`src/rtl/fixed_subframe_sequencer.sv`:
```
// Sequences one FIXED-predictor subframe through the shared restoration datapath:
// clear, stream blocksize samples under valid/ready, tag one-cycle-late results, pulse done.
module fixed_subframe_sequencer #(
  parameter int BLOCK_W   = 16,
  parameter int MAX_ORDER = 4
) (
  input  logic               iClock,
  input  logic               iReset,
  input  logic               iStart,
  input  logic [7:0]         iOrder,
  input  logic [BLOCK_W-1:0] iBlockSize,
  input  logic               iValid,
  input  logic [15:0]        iSample,
  output logic               oReady,
  output logic               oDecReset,
  output logic               oDecEnable,
  output logic [7:0]         oDecOrder,
  output logic [15:0]        oDecSample,
  input  logic [15:0]        iDecData,
  output logic               oValid,
  output logic [15:0]        oData,
  output logic               oBusy,
  output logic               oDone,
  output logic               oError
);

  typedef enum logic [2:0] {
    S_IDLE,
    S_CLEAR,
    S_RUN,
    S_FLUSH,
    S_DONE
  } state_t;

  localparam logic [7:0]         MAX_ORD = 8'(MAX_ORDER);
  localparam logic [BLOCK_W-1:0] CNT_ONE = BLOCK_W'(1);

  state_t             state_q;
  logic [BLOCK_W-1:0] cnt_q;
  logic [BLOCK_W-1:0] cnt_d;
  logic [BLOCK_W-1:0] bsize_q;
  logic [7:0]         order_q;
  logic               valid_q;
  logic [15:0]        hold_q;
  logic               error_q;
  logic               accept;
  logic               last_accept;
  logic               cfg_bad;

  // Block size may be narrower or wider than the 8-bit order; compare both zero-extended.
  assign cfg_bad = (iOrder > MAX_ORD) || (iBlockSize == '0) ||
                   ({8'd0, iBlockSize} < {{BLOCK_W{1'b0}}, iOrder});

  assign oReady      = (state_q == S_RUN) && (cnt_q < bsize_q);
  assign accept      = iValid && oReady;
  assign cnt_d       = cnt_q + CNT_ONE;
  assign last_accept = accept && (cnt_d == bsize_q);

  assign oDecReset  = iReset || (state_q == S_CLEAR);
  assign oDecEnable = accept;
  assign oDecSample = iSample;
  assign oDecOrder  = order_q;
  assign oValid     = valid_q;
  assign oData      = valid_q ? iDecData : hold_q;
  assign oBusy      = (state_q != S_IDLE);
  assign oDone      = (state_q == S_DONE);
  assign oError     = error_q;

  always_ff @(posedge iClock) begin
    if (iReset) begin
      state_q <= S_IDLE;
      cnt_q   <= '0;
      bsize_q <= '0;
      order_q <= '0;
      valid_q <= 1'b0;
      hold_q  <= '0;
      error_q <= 1'b0;
    end else begin
      valid_q <= accept;
      if (valid_q) begin
        hold_q <= iDecData;
      end
      case (state_q)
        S_IDLE: begin
          if (iStart) begin
            order_q <= iOrder;
            bsize_q <= iBlockSize;
            cnt_q   <= '0;
            error_q <= cfg_bad;
            state_q <= cfg_bad ? S_DONE : S_CLEAR;
          end
        end
        S_CLEAR: state_q <= S_RUN;
        S_RUN: begin
          if (accept) begin
            cnt_q <= cnt_d;
          end
          if (last_accept) begin
            state_q <= S_FLUSH;
          end
        end
        // FLUSH absorbs the datapath's one-cycle result latency.
        S_FLUSH: state_q <= S_DONE;
        S_DONE:  state_q <= S_IDLE;
        default: state_q <= S_IDLE;
      endcase
    end
  end

endmodule

```
`config.mk`:
```
export PLATFORM = sky130hd
export DESIGN_NAME = fixed_subframe_sequencer
export DESIGN_NICKNAME = d
export VERILOG_FILES = /design/src/rtl/fixed_subframe_sequencer.sv
export SDC_FILE = /design/constraint.sdc
export NUM_CORES = 1
export LEC_CHECK = 0
export ABC_AREA = 1
export CORE_UTILIZATION = 35
export CTS_BUF_LIST = sky130_fd_sc_hd__clkbuf_4 sky130_fd_sc_hd__clkbuf_8
export DETAILED_ROUTE_END_ITERATION = 6
export SYNTH_ARGS = -nofsm -noshare
export SYNTH_HDL_FRONTEND = slang
export SYNTH_SLANG_ARGS = --single-unit
```
`constraint.sdc`:
```
create_clock -name iClock -period 1.9 [get_ports iClock]
set_input_delay 0.57 -clock iClock [delete_from_list [all_inputs] [get_ports iClock]]
set_output_delay 0.57 -clock iClock [all_outputs]
set_load 0.1 [all_outputs]
```
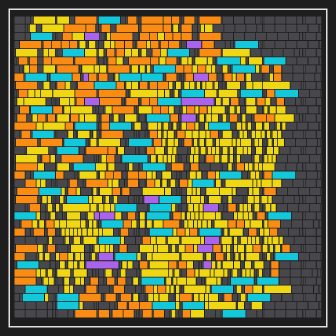
Figure 1: cells coloured by class.
Fill, decap, tap and diode cells in grey.
Cyan marks flip-flops, cells 61. Yellow marks all other logic, cells 472. Purple marks clock drivers and dummy loads, cells 16. Orange marks other buffers and delay cells, cells 206.
core area: 10300 µm²
Seq area share: 18.4%
Design Area, Final: 6800 µm²

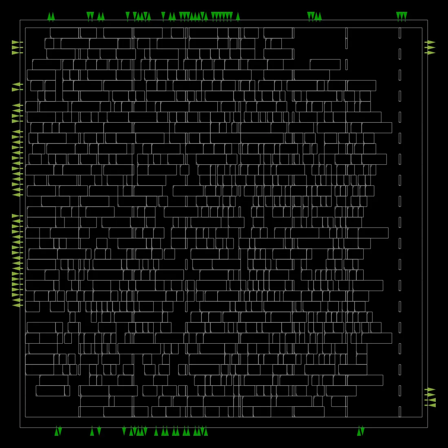
Figure 2: placed standard cells.
num sequential: 61
Core Rows: 37
non-filler instance count after layout: 891
fin util: 65.8%

==> out/results.tsv <==
metric	value	unit
setup_ws	-0.576	ns
async_flop_share	0	%
bufAreaShareNonClock	31.2	%
setup_viol	20	
start_kind	flip-flop	
internal_power	2.54	mW
critical-path-slowest-cell	dfxtp_2	
yosys.area.top_type_share	32.7	%
clkSinkCount	61	
cpLargestDelayFamily	simple AND/OR/NAND/NOR gates	
top_area_cell	dfxtp_1	
grt_max_degree	45	
violations	negative setup slack	
place_inst	835	
required	1.33	ns
cts_resized	79	
ys_sh_mux	0	%
routed_wl	12900	µm
status	finished, violations left	
ys_seq_share	32.7	%
hold_class	flip-flop to flip-flop	
ff_latch_area	1250	µm²
wl_per_cell	14.5	µm
endpoint_kind	primary output	
wl_met2	6600	µm
p_sw	1.07	mW
pg_comb	879	µW
die_area	11100	µm²
max_freq	404	MHz
finalPower	3.61	mW
xor_area_share	0	%
switching_share	29.7	%
io_pins	107	
largest_class	combinational gates	
fin_crit	2.48	ns
htree_levels	3	
layout_top_cell	buf_4	
synth_flops	61	
syn-instance-count	566	
